[src/rtl/fft_bfly_if.sv]
// Sample stream bundle for the FFT butterfly engine: bit-reversed input stream
// and natural-order output stream, both valid/ready.
interface fft_bfly_if #(
  parameter int unsigned WIDTH = 16
);
  logic                    in_valid;
  logic                    in_ready;
  logic signed [WIDTH-1:0] in_re;
  logic signed [WIDTH-1:0] in_im;
  logic                    out_valid;
  logic                    out_ready;
  logic signed [WIDTH-1:0] out_re;
  logic signed [WIDTH-1:0] out_im;
  logic                    out_last;

  // Core side.
  modport slave (
    input  in_valid, in_re, in_im, out_ready,
    output in_ready, out_valid, out_re, out_im, out_last
  );

  // Producer/consumer side.
  modport master (
    output in_valid, in_re, in_im, out_ready,
    input  in_ready, out_valid, out_re, out_im, out_last
  );
endinterface

[src/rtl/fft_bfly_engine.sv]
// Iterative radix-2 DIT FFT: load bit-reversed samples, run log2(SAMPLES) stages at one
// in-place butterfly per cycle, then stream results out in natural order.
module fft_bfly_engine #(
  parameter int unsigned SAMPLES = 8,
  parameter int unsigned WIDTH   = 16
) (
  input  logic                           clk,
  input  logic                           rst_n,
  fft_bfly_if.slave                      bus,
  output logic                           busy,
  output logic [$clog2(SAMPLES)-1:0]     stage,
  output logic [$clog2(SAMPLES)-2:0]     tw_idx,
  input  logic signed [WIDTH-1:0]        tw_re,
  input  logic signed [WIDTH-1:0]        tw_im
);

  localparam int unsigned LG = $clog2(SAMPLES);

  localparam logic [1:0] StLoad    = 2'd0;
  localparam logic [1:0] StCompute = 2'd1;
  localparam logic [1:0] StOutput  = 2'd2;

  logic [1:0]    state_q, state_d;
  logic [LG-1:0] wr_ptr_q, wr_ptr_d;
  logic [LG-1:0] rd_ptr_q, rd_ptr_d;
  logic [LG-1:0] j_q, j_d;
  logic [LG-1:0] l_q, l_d;
  logic [LG-1:0] stage_q, stage_d;
  logic          rdy_en_q;

  logic signed [WIDTH-1:0] buf_re_q [SAMPLES];
  logic signed [WIDTH-1:0] buf_im_q [SAMPLES];

  logic          in_ready, in_hs, out_valid;
  logic [LG-1:0] half, a_idx, b_idx, tw_full, tw_shamt;
  logic [LG:0]   l_next;
  logic          last_j, last_grp;

  logic signed [WIDTH-1:0]   a_re, a_im, b_re, b_im, t_re, t_im;
  logic signed [2*WIDTH-1:0] p_re, p_im;
  logic signed [WIDTH:0]     s_re, s_im, d_re, d_im;

  // Butterfly addressing and twiddle index.
  always_comb begin
    half     = LG'(1) << stage_q;
    a_idx    = l_q + j_q;
    b_idx    = a_idx + half;
    tw_shamt = LG'(LG - 1) - stage_q;
    tw_full  = j_q << tw_shamt;
    l_next   = {1'b0, l_q} + {half, 1'b0};
    last_j   = (j_q == half - LG'(1));
    last_grp = (l_next == (LG+1)'(SAMPLES));
  end

  always_comb begin
    a_re = buf_re_q[a_idx];
    a_im = buf_im_q[a_idx];
    b_re = buf_re_q[b_idx];
    b_im = buf_im_q[b_idx];
    p_re = (2*WIDTH)'(b_re) * (2*WIDTH)'(tw_re) - (2*WIDTH)'(b_im) * (2*WIDTH)'(tw_im);
    p_im = (2*WIDTH)'(b_re) * (2*WIDTH)'(tw_im) + (2*WIDTH)'(b_im) * (2*WIDTH)'(tw_re);
    // W^0 skips the multiplier so the unity twiddle does not lose an LSB.
    if (tw_full == '0) begin
      t_re = b_re;
      t_im = b_im;
    end else begin
      t_re = p_re[2*WIDTH-2:WIDTH-1];
      t_im = p_im[2*WIDTH-2:WIDTH-1];
    end
    s_re = {a_re[WIDTH-1], a_re} + {t_re[WIDTH-1], t_re};
    s_im = {a_im[WIDTH-1], a_im} + {t_im[WIDTH-1], t_im};
    d_re = {a_re[WIDTH-1], a_re} - {t_re[WIDTH-1], t_re};
    d_im = {a_im[WIDTH-1], a_im} - {t_im[WIDTH-1], t_im};
  end

  always_comb begin
    state_d  = state_q;
    wr_ptr_d = wr_ptr_q;
    rd_ptr_d = rd_ptr_q;
    j_d      = j_q;
    l_d      = l_q;
    stage_d  = stage_q;
    case (state_q)
      StLoad: begin
        if (in_hs) begin
          wr_ptr_d = wr_ptr_q + LG'(1);
          if (wr_ptr_q == LG'(SAMPLES - 1)) begin
            state_d  = StCompute;
            wr_ptr_d = '0;
            stage_d  = '0;
            j_d      = '0;
            l_d      = '0;
          end
        end
      end
      StCompute: begin
        if (!last_j) begin
          j_d = j_q + LG'(1);
        end else begin
          j_d = '0;
          if (!last_grp) begin
            l_d = l_next[LG-1:0];
          end else begin
            l_d = '0;
            if (stage_q == LG'(LG - 1)) begin
              state_d  = StOutput;
              rd_ptr_d = '0;
            end else begin
              stage_d = stage_q + LG'(1);
            end
          end
        end
      end
      StOutput: begin
        if (bus.out_ready) begin
          rd_ptr_d = rd_ptr_q + LG'(1);
          if (rd_ptr_q == LG'(SAMPLES - 1)) begin
            state_d  = StLoad;
            rd_ptr_d = '0;
          end
        end
      end
      default: state_d = StLoad;
    endcase
  end

  always_ff @(posedge clk or negedge rst_n) begin
    if (!rst_n) begin
      state_q  <= StLoad;
      wr_ptr_q <= '0;
      rd_ptr_q <= '0;
      j_q      <= '0;
      l_q      <= '0;
      stage_q  <= '0;
      rdy_en_q <= 1'b0;
    end else begin
      state_q  <= state_d;
      wr_ptr_q <= wr_ptr_d;
      rd_ptr_q <= rd_ptr_d;
      j_q      <= j_d;
      l_q      <= l_d;
      stage_q  <= stage_d;
      rdy_en_q <= 1'b1;
    end
  end

  // Sample buffer carries no reset; an aborted block's contents are simply overwritten.
  always_ff @(posedge clk) begin
    if (in_hs) begin
      buf_re_q[wr_ptr_q] <= bus.in_re;
      buf_im_q[wr_ptr_q] <= bus.in_im;
    end else if (busy) begin
      buf_re_q[a_idx] <= s_re[WIDTH:1];
      buf_im_q[a_idx] <= s_im[WIDTH:1];
      buf_re_q[b_idx] <= d_re[WIDTH:1];
      buf_im_q[b_idx] <= d_im[WIDTH:1];
    end
  end

  // in_ready stays low until the first clock edge after reset release.
  assign in_ready      = (state_q == StLoad) && rdy_en_q;
  assign in_hs         = in_ready && bus.in_valid;
  assign out_valid     = (state_q == StOutput);
  assign busy          = (state_q == StCompute);
  assign stage         = stage_q;
  assign tw_idx        = busy ? tw_full[LG-2:0] : '0;
  assign bus.in_ready  = in_ready;
  assign bus.out_valid = out_valid;
  assign bus.out_re    = out_valid ? buf_re_q[rd_ptr_q] : '0;
  assign bus.out_im    = out_valid ? buf_im_q[rd_ptr_q] : '0;
  assign bus.out_last  = out_valid && (rd_ptr_q == LG'(SAMPLES - 1));

  logic unused_bits;
  assign unused_bits = ^{p_re[2*WIDTH-1], p_re[WIDTH-2:0], p_im[2*WIDTH-1], p_im[WIDTH-2:0],
                         s_re[0], s_im[0], d_re[0], d_im[0], tw_full[LG-1]};

endmodule

[src/flat_wrapper.sv]
// flat-port wrapper written by rule: the top's interface ports become plain ports
module fft_bfly_engine_flat 
#(
  parameter int unsigned SAMPLES = 8,
  parameter int unsigned WIDTH   = 16
)
  (clk, rst_n, busy, stage, tw_idx, tw_re, tw_im, bus_in_valid, bus_in_re, bus_in_im, bus_out_ready, bus_in_ready, bus_out_valid, bus_out_re, bus_out_im, bus_out_last);
  fft_bfly_if #(.WIDTH(WIDTH)) bus_i ();
  input  logic clk;
  input  logic rst_n;
  output logic busy;
  output logic [$clog2(SAMPLES)-1:0] stage;
  output logic [$clog2(SAMPLES)-2:0] tw_idx;
  input  logic signed [WIDTH-1:0] tw_re;
  input  logic signed [WIDTH-1:0] tw_im;
  input wire logic [$bits(bus_i.in_valid)-1:0] bus_in_valid;
  input wire logic [$bits(bus_i.in_re)-1:0] bus_in_re;
  input wire logic [$bits(bus_i.in_im)-1:0] bus_in_im;
  input wire logic [$bits(bus_i.out_ready)-1:0] bus_out_ready;
  output wire logic [$bits(bus_i.in_ready)-1:0] bus_in_ready;
  output wire logic [$bits(bus_i.out_valid)-1:0] bus_out_valid;
  output wire logic [$bits(bus_i.out_re)-1:0] bus_out_re;
  output wire logic [$bits(bus_i.out_im)-1:0] bus_out_im;
  output wire logic [$bits(bus_i.out_last)-1:0] bus_out_last;
  assign bus_i.in_valid = bus_in_valid;
  assign bus_i.in_re = bus_in_re;
  assign bus_i.in_im = bus_in_im;
  assign bus_i.out_ready = bus_out_ready;
  assign bus_in_ready = bus_i.in_ready;
  assign bus_out_valid = bus_i.out_valid;
  assign bus_out_re = bus_i.out_re;
  assign bus_out_im = bus_i.out_im;
  assign bus_out_last = bus_i.out_last;
  fft_bfly_engine #(.SAMPLES(SAMPLES), .WIDTH(WIDTH)) u_core (.clk(clk), .rst_n(rst_n), .bus(bus_i), .busy(busy), .stage(stage), .tw_idx(tw_idx), .tw_re(tw_re), .tw_im(tw_im));
endmodule
[config.mk]
export PLATFORM = sky130hd
export DESIGN_NAME = fft_bfly_engine_flat
export DESIGN_NICKNAME = d
export VERILOG_FILES = /design/src/rtl/fft_bfly_if.sv /design/src/rtl/fft_bfly_engine.sv /design/src/flat_wrapper.sv
export SDC_FILE = /design/constraint.sdc
export NUM_CORES = 2
export LEC_CHECK = 0
export CAP_MARGIN = 20
export CORE_MARGIN = 1.5
export CORE_UTILIZATION = 60
export DETAILED_ROUTE_END_ITERATION = 10
export DONT_BUFFER_PORTS = 1
export GPL_ROUTABILITY_DRIVEN = 0
export PLACE_DENSITY = 0.76
export SETUP_SLACK_MARGIN = 0.02
export SYNTH_ARGS = -nofsm -noshare
export SYNTH_HDL_FRONTEND = slang
export SYNTH_SLANG_ARGS = --single-unit
[constraint.sdc]
create_clock -name clk -period 17.3 [get_ports clk]
set_input_delay 3.46 -clock clk [delete_from_list [all_inputs] [get_ports clk]]
set_output_delay 3.46 -clock clk [all_outputs]
set_load 0.02 [all_outputs]
==> out/results.tsv <==
metric	value	unit
status	completed	
critical path data required time	17.77	ns
Sink Count	273	
yosys aoi share	5.10	%
#MultiIn Comb	4158	
Critical R2R Launch	u_core.j_q[1]$_DFFE_PN0P_	
chip area	101000	sq um
Non-Filler Instances	7178	
global-route wire length before repair	277	mm
Slew @ Worst Pin	1.25	ns
Startpoint Class	register	
n_diodes	4	
Post-Synthesis Cells	6089	
reg2reg path depth	52	
Biggest Area Class	multi-input combinational cells	
Area leader share	37.7	%
share of cells above drive strength 1	7.36	%
tool warning count	61	
WL met2	81.2	mm
critical path depth	52	
setup TNS	0	ns
top layer in use	met5	
Top Ports	109	
RSZ-0062 raised after global routing	false	
relative slew slack	16.3	%
routed via count	44000	
most frequent logic cell in the layout	inv_1	
CLK BUF	36	
share of synthesized cell area in and, or, nand and nor gates	13.2	%
Post-synth EDFFs	256	
Post-synth regs	273	
kind of critical path	register to register	
yosys stat chip area	59700	sq um
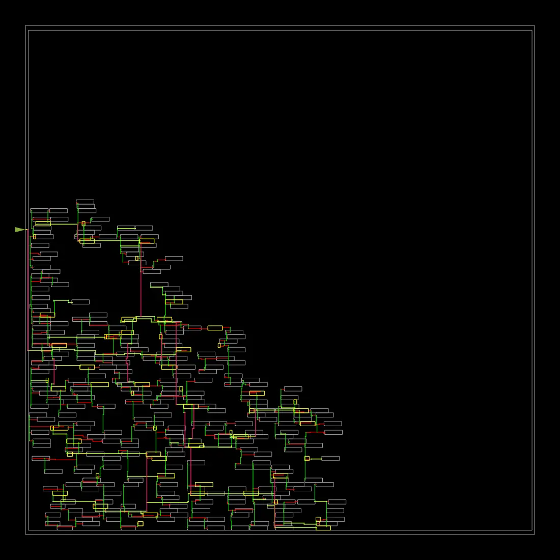
Fig. 1. Clock nets.
worst skew pair latency: 0.62 ns

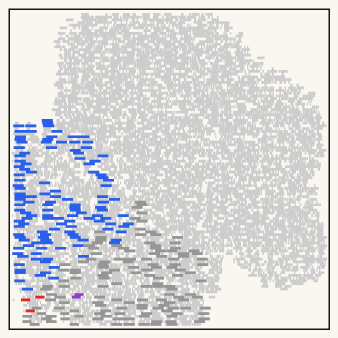
Fig. 2. Register map, names as in the netlist.
Drawn at 1 px/micron.
colour	name in the netlist	flops
red	`u_core.wr_ptr_q`	3
purple	`u_core.l_q`	2
blue	`u_core.buf_im_q`	128

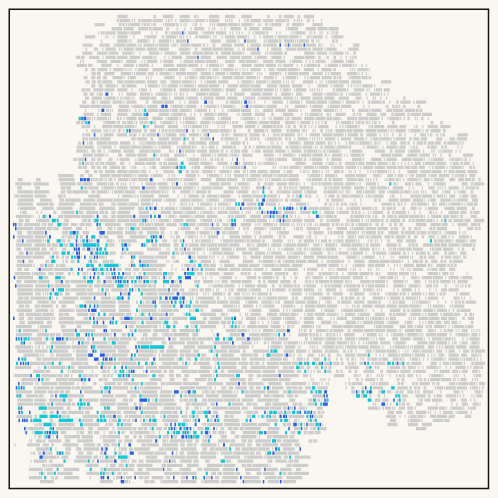
Fig. 3. Logic cells by family.
Drawn at 1.5 px/micron.
colour	family	cells
blue	NOR gates	342
cyan	inverting AOI/OAI gates	422

